--- src/rtl/sd_rx_pkg.sv ---
// rtl/sd_rx_pkg.sv - shared types and constants for the SD 4-bit receive data path
package sd_rx_pkg;

   typedef enum logic [2:0] {
      IDLE,
      WAIT_START,
      DATA,
      CRC,
      END,
      FINISH
   } state_t;

   localparam logic [15:0] CRC16_POLY = 16'h1021;
   localparam int          CRC_LEN    = 16;

endpackage

--- src/rtl/sd_crc16.sv ---
// rtl/sd_crc16.sv - serial CRC16 (x^16+x^12+x^5+1), init 0, one bit per enabled cycle
module sd_crc16
   import sd_rx_pkg::*;
(
   input  logic        wclk,
   input  logic        rst,
   input  logic        clr,
   input  logic        en,
   input  logic        bit_i,
   output logic [15:0] crc_o
);

   logic fb;

   assign fb = bit_i ^ crc_o[15];

   always_ff @(posedge wclk or posedge rst) begin
      if (rst)
         crc_o <= '0;
      else if (clr)
         crc_o <= '0;
      else if (en)
         crc_o <= {crc_o[14:0], 1'b0} ^ (fb ? CRC16_POLY : 16'h0000);
   end

endmodule

--- src/rtl/sd_rx_data_ctrl.sv ---
// rtl/sd_rx_data_ctrl.sv - SD DAT[3:0] receive sequencer: start bit, payload to FIFO, per-line CRC16, end bit
module sd_rx_data_ctrl
   import sd_rx_pkg::*;
#(
   parameter int          BLKSZ_W  = 12,
   parameter int          BLKCNT_W = 16,
   parameter logic [15:0] TIMEOUT  = 16'hFFFF
) (
   input  logic                wclk,
   input  logic                rst,
   input  logic                start,
   input  logic                abort,
   input  logic [BLKSZ_W-1:0]  blk_size,
   input  logic [BLKCNT_W-1:0] blk_cnt,
   input  logic [3:0]          dat_i,
   input  logic                fifo_full,
   output logic [3:0]          fifo_d,
   output logic                fifo_wr,
   output logic                busy,
   output logic                done,
   output logic [BLKCNT_W-1:0] blks_rcvd,
   output logic                crc_err,
   output logic                end_err,
   output logic                ovf_err,
   output logic                to_err
);

   state_t                state, next_state;
   logic [BLKSZ_W-1:0]    blk_size_q;
   logic [BLKCNT_W-1:0]   blk_cnt_q;
   logic [BLKSZ_W:0]      nib_cnt;
   logic [BLKSZ_W:0]      nib_last;
   logic [3:0]            bit_cnt;
   logic [15:0]           to_cnt;
   logic [15:0]           crc_q [4];
   logic                  crc_mis;
   logic                  end_bad;
   logic                  blk_last;
   logic                  accept;
   logic                  next_done;
   logic                  wr_now;

   assign busy     = (state != IDLE);
   assign nib_last = {blk_size_q, 1'b0} - (BLKSZ_W+1)'(1);
   assign end_bad  = (dat_i != 4'hF);
   assign blk_last = ((blks_rcvd + BLKCNT_W'(1)) == blk_cnt_q);
   assign wr_now   = (state == DATA) && !fifo_full && !abort;

   for (genvar k = 0; k < 4; k++) begin : g_crc
      sd_crc16 u_crc (
         .wclk  (wclk),
         .rst   (rst),
         .clr   (state == WAIT_START),
         .en    (state == DATA),
         .bit_i (dat_i[k]),
         .crc_o (crc_q[k])
      );
   end

   // CRC is sent MSB first, so cycle n of the CRC phase carries bit 15-n (= ~bit_cnt)
   always_comb begin
      crc_mis = 1'b0;
      for (int k = 0; k < 4; k++)
         if (dat_i[k] != crc_q[k][~bit_cnt])
            crc_mis = 1'b1;
   end

   always_ff @(posedge wclk or posedge rst) begin
      if (rst)
         state <= IDLE;
      else
         state <= next_state;
   end

   always_comb begin
      next_state = state;
      next_done  = 1'b0;
      accept     = 1'b0;
      case (state)
         IDLE:
            if (start) begin
               if (blk_cnt != '0) begin
                  accept     = 1'b1;
                  next_state = WAIT_START;
               end else begin
                  next_done  = 1'b1;
               end
            end
         WAIT_START:
            if (dat_i == 4'h0)
               next_state = DATA;
            else if (to_cnt == TIMEOUT)
               next_state = FINISH;
         DATA:
            if (nib_cnt == nib_last)
               next_state = CRC;
         CRC:
            if (bit_cnt == 4'(CRC_LEN-1))
               next_state = END;
         END:
            if (blk_last || end_bad || crc_err || end_err || ovf_err || to_err)
               next_state = FINISH;
            else
               next_state = WAIT_START;
         FINISH: begin
            next_state = IDLE;
            next_done  = 1'b1;
         end
         default:
            next_state = IDLE;
      endcase
      if (abort) begin
         next_state = IDLE;
         next_done  = 1'b0;
         accept     = 1'b0;
      end
   end

   always_ff @(posedge wclk or posedge rst) begin
      if (rst) begin
         blk_size_q <= '0;
         blk_cnt_q  <= '0;
         nib_cnt    <= '0;
         bit_cnt    <= '0;
         to_cnt     <= '0;
         fifo_d     <= '0;
         fifo_wr    <= 1'b0;
         done       <= 1'b0;
         blks_rcvd  <= '0;
         crc_err    <= 1'b0;
         end_err    <= 1'b0;
         ovf_err    <= 1'b0;
         to_err     <= 1'b0;
      end else begin
         fifo_wr <= wr_now;
         done    <= next_done;
         if (wr_now)
            fifo_d <= dat_i;
         to_cnt <= (state == WAIT_START) ? to_cnt + 16'd1 : 16'd0;
         if (accept) begin
            blk_size_q <= blk_size;
            blk_cnt_q  <= blk_cnt;
            blks_rcvd  <= '0;
            crc_err    <= 1'b0;
            end_err    <= 1'b0;
            ovf_err    <= 1'b0;
            to_err     <= 1'b0;
         end
         case (state)
            WAIT_START: begin
               nib_cnt <= '0;
               bit_cnt <= '0;
               if (dat_i != 4'h0 && to_cnt == TIMEOUT)
                  to_err <= 1'b1;
            end
            DATA: begin
               nib_cnt <= nib_cnt + (BLKSZ_W+1)'(1);
               if (fifo_full)
                  ovf_err <= 1'b1;
            end
            CRC: begin
               bit_cnt <= bit_cnt + 4'd1;
               if (crc_mis)
                  crc_err <= 1'b1;
            end
            END: begin
               blks_rcvd <= blks_rcvd + BLKCNT_W'(1);
               if (end_bad)
                  end_err <= 1'b1;
            end
            default: ;
         endcase
      end
   end

endmodule
--- config.mk ---
export PLATFORM = sky130hd
export DESIGN_NAME = sd_rx_data_ctrl
export DESIGN_NICKNAME = d
export VERILOG_FILES = /design/src/rtl/sd_rx_pkg.sv /design/src/rtl/sd_crc16.sv /design/src/rtl/sd_rx_data_ctrl.sv
export SDC_FILE = /design/constraint.sdc
export NUM_CORES = 1
export LEC_CHECK = 0
export ABC_AREA = 1
export CORE_MARGIN = 8
export CORE_UTILIZATION = 50
export DETAILED_ROUTE_END_ITERATION = 8
export HOLD_SLACK_MARGIN = 0.12
export PLACE_DENSITY = 0.81
export SYNTH_ARGS = -nofsm -noshare
export SYNTH_HDL_FRONTEND = slang
export SYNTH_SLANG_ARGS = --single-unit
--- constraint.sdc ---
create_clock -name wclk -period 12.3 [get_ports wclk]
set_input_delay 1.845 -clock wclk [delete_from_list [all_inputs] [get_ports wclk]]
set_output_delay 1.845 -clock wclk [all_outputs]
set_load 0.02 [all_outputs]
Figure 1. Power grid.
The bar under the picture is 50 um long. Pins as bars on the die edge.
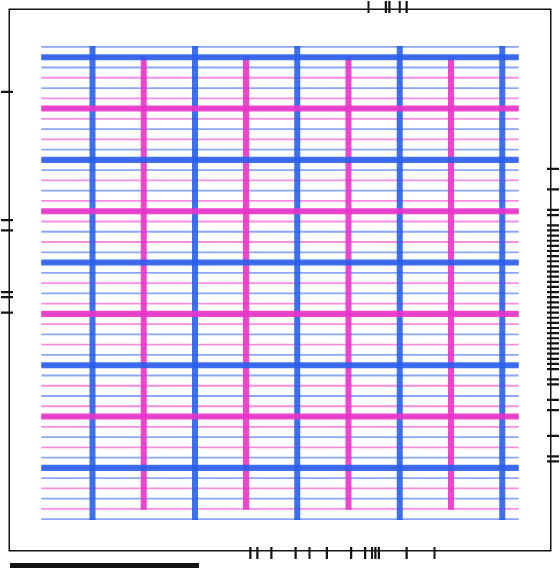
legend:
  blue:
    net: VSS
  magenta:
    net: VDD
met1 rails: 47
met5 straps: 9
signal pins: 64
die height: 143.1 um
Worst VDD drop: 0.1110 mV
area of the core region: 15830 um^2
Die X-Extent: 143.1 um

Figure 2. Cell classes on the final placement.
The bar under the picture is 50 um long.
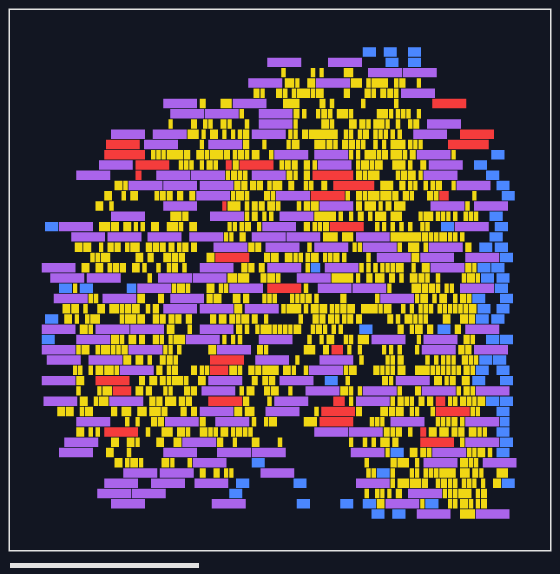
legend:
  blue:
    class: remaining buffers and delay cells
    cells: 66
    share_of_their_area: 7.1%
  yellow:
    class: combinational and other logic
    cells: 821
    share_of_their_area: 44%
  purple:
    class: sequential cells
    cells: 154
    share_of_their_area: 42%
  red:
    class: clock drivers and dummy loads
    cells: 31
    share_of_their_area: 6.8%

==> results.py <==
# Auto-generated metrics
metrics = {
    "grt": {
        "grt_max_degree": 94,
        "grt-ovfl-total": 0,
        "busiest_layer": "met2",
        "grt.met3_usage_pct": 5.242,
        "antenna_found_initial": 0,
        "gr-usage-all-layers_pct": 20.24,
        "grt_util_met2_pct": 32.49,
        "first_global_vias": 6907,
    },
    "cells_and_area": {
        "largest_reg_flops": 64,
        "diodes": 0,
        "final_layout_size_suffix_gt1_share_pct": 7.649,
        "num-nets-final": 1102,
        "layout.filler_cells": 1350,
        "area_growth_pct": 17.33,
        "final_util_pct": 59.85,
        "layout.area.seq_um2": 3854,
    },
    "detailed_routing": {
        "avgViaCountPerCell": 5.480,
        "top_signal_layer_used": "met4",
        "drc": 0,
        "detail_route.wirelength_mm": 19.81,
        "number_of_violations_reported_at_the_end_of_detailed_routing_iteration_0": 453,
        "met2_wirelength_mm": 9.295,
        "wl_per_cell_um": 15.38,
        "detailroute.via_count": 7058,
    },
    "setup_path": {
        "reg2reg_to": "g_crc[2].u_crc.crc_o[11]",
        "worstRegToRegCells": 7,
        "critPathKind": "input port to flip-flop",
        "cp_num_buf_inv": 1,
        "crit_chain": "clkdlybuf4s50_1 > nor4_1 > nand4_1 > nand4_2 > nand2_1 > o21ai_0",
        "worst_setup_path_end_kind": "flip-flop",
        "logic_depth_of_the_worst_setup_path_including_buffers": 6,
        "cp_data_required_time_ns": 12.63,
        "cp_slowest_cell": "sky130_fd_sc_hd__nor4_1",
        "setup.worst_path.start_class": "input port",
        "critical_path_peak_fanout": 19,
        "cp.arrival_ns": 4.32,
        "cp-endpoint": "blks_rcvd[8]",
        "worst_path_largest_cell_delay_ns": 0.55,
        "critPathLaunch": "blk_cnt[3]",
        "reg2reg_setup_slack_ns": 9.62,
    },
    "placed_design": {
        "gp_congestion": 0.8980,
        "port_buffers": 63,
        "dp_hpwl_mm": 13.62,
    },
    "clock_network": {
        "hold_buffers": 0,
        "tritoncts_clock_tree": "built",
        "post_cts_resize_count": 0,
        "clk_root_buffer_cell": "sky130_fd_sc_hd__clkbuf_16",
        "path_clk_slew_ns": 0.06,
        "numCtsBuffers": 17,
        "cts_max_path_buffers": 2,
        "cts.htree.levels": 4,
        "clock_sinks": 154,
    },
    "hold_path": {
        "worst_hold_path.endpoint": "to_cnt[0]",
        "hp-start": "to_cnt[0]",
        "hold-path-cell-count": 1,
        "min_path_type": "flip-flop to flip-flop",
    },
    "sta": {
        "final_period_minus_worst_setup_slack_ns": 3.993,
        "timing.final.max_slew_violations": 0,
        "final-hold-violation-count": 0,
        "setup_total_negative_slack_ns": 0,
        "worst_slew_pin_slew_ns": 1.166,
        "fin_crit_sh_pct": 32.46,
    },
    "logic_synthesis": {
        "synth.yosys.warnings": 0,
        "syn-cell-area_um2": 8074,
        "most_common_cell": "sky130_fd_sc_hd__nand2_1",
        "synth.cellmix.adderShare_pct": 0.7748,
        "synth-async-reset-ratio_pct": 100.0,
        "yosys_most_used_dff": "sky130_fd_sc_hd__dfrtp_1",
        "yosysUniqueCellTypes": 42,
        "synth.net_count": 1050,
        "postSynthAreaPerCell_um2": 8.010,
        "netlist_top_cells_area": "sky130_fd_sc_hd__dfrtp_1 (48%), sky130_fd_sc_hd__nand2_1 (10%), sky130_fd_sc_hd__inv_1 (6.6%), sky130_fd_sc_hd__o22ai_1 (5.4%), sky130_fd_sc_hd__o21ai_0 (4.4%)",
        "synth.cellmix.simpleShare_pct": 24.04,
        "yosys.stat.chipArea_um2": 8074,
        "flip_flops_with_a_built_in_enable": 0,
        "dominant_cell_area_share_pct": 47.73,
        "aoi_share_pct": 14.72,
        "synth.mux.area_fraction_pct": 0.1395,
        "xor_share_pct": 3.533,
    },
    "pwr": {
        "power.density_nw_per_um2": 178.3,
        "power.static_leakage_nw": 4.218,
    },
    "status": {
        "outcome": "complete, no violations",
    },
    "run": {
        "max_cap_viol_count": 0,
    },
    "die": {
        "starting_density_pct": 51.01,
    },
}
[power by group]
| group | internal [W] | leakage (nW) | total [W] | switching (W) |
|---|---|---|---|---|
| logic | 0.000175 | 1.82 | 0.000488 | 0.000314 |
| registers | 0.000575 | 2.10 | 0.000644 | 0.0000691 |
| clock network | 0.000349 | 0.302 | 0.000556 | 0.000208 |
| total | 0.00110 | 4.22 | 0.00169 | 0.000591 |
[cells in the final DEF (no fill, tap or decap), types with 2 or more instances in the layout]
cell                              synthesis  final
sky130_fd_sc_hd__nand2_1                220    219
sky130_fd_sc_hd__dfrtp_1                154    154
sky130_fd_sc_hd__inv_1                  142    140
sky130_fd_sc_hd__o21ai_0                 71     71
sky130_fd_sc_hd__nand3_1                 70     70
sky130_fd_sc_hd__o22ai_1                 70     70
sky130_fd_sc_hd__clkdlybuf4s50_1          0     63
sky130_fd_sc_hd__nor2_1                  60     60
sky130_fd_sc_hd__a21oi_1                 41     41
sky130_fd_sc_hd__nand4_1                 19     19
sky130_fd_sc_hd__xor2_1                  18     18
sky130_fd_sc_hd__clkbuf_16                0     17
sky130_fd_sc_hd__nor2_2                  13     13
sky130_fd_sc_hd__o211ai_1                13     13
sky130_fd_sc_hd__xnor2_1                 12     12
sky130_fd_sc_hd__inv_2                    9     10
sky130_fd_sc_hd__nor3_1                   8      8
sky130_fd_sc_hd__nand2_2                  7      8
sky130_fd_sc_hd__nor4_1                   8      8
sky130_fd_sc_hd__ha_1                     5      5
sky130_fd_sc_hd__nor2_4                   4      4
sky130_fd_sc_hd__clkinv_2                 1      4
sky130_fd_sc_hd__nand3b_1                 4      4
sky130_fd_sc_hd__bufinv_16                0      4
sky130_fd_sc_hd__o21ai_1                  3      3
sky130_fd_sc_hd__o32ai_1                  3      3
sky130_fd_sc_hd__nor3_2                   3      3
sky130_fd_sc_hd__buf_4                    0      3
sky130_fd_sc_hd__inv_6                    0      2
sky130_fd_sc_hd__nor3_4                   2      2
sky130_fd_sc_hd__nand3_2                  2      2
sky130_fd_sc_hd__clkbuf_8                 0      2
sky130_fd_sc_hd__clkinvlp_4               0      2
[layout make-up]
type / instances / share of cell area (%)
clock buffers: 20 / 4.821
inverters: 153 / 6.129
well taps: 216 / 2.853
multi-input cells: 668 / 36.85
flip-flops and latches: 154 / 40.68
repair buffers: 66 / 6.895
clock inverters: 11 / 1.770
[kinds of logic (layout without fill, tap and decap cells)]
| kind of cell | Yosys count | count (layout) |
|---|---|---|
| flops | 154 | 154 |
| simple gates | 424 | 424 |
| mux | 1 | 1 |
| compound gates | 207 | 207 |
| buf+inv | 186 | 250 |
| fa+ha+maj | 5 | 5 |
| xor+xnor | 31 | 31 |
[metrics by stage]
stage               setup WS (ns)  power [W]  std cells  instance area, um^2  hold slack (ns)
floorplan                   6.305   0.001010       1008                 8074           0.4329
global placement            8.132   0.001120       1257                 8848           0.4483
detailed placement          7.912   0.001132       1257                 8848           0.4568
CTS                         8.361   0.001692       1288                 9473           0.4645
global route                8.169   0.001789       1288                 9473           0.4864
finish                      8.307   0.001689       1288                 9473           0.4599
Power and IR drop assume default switching activity.
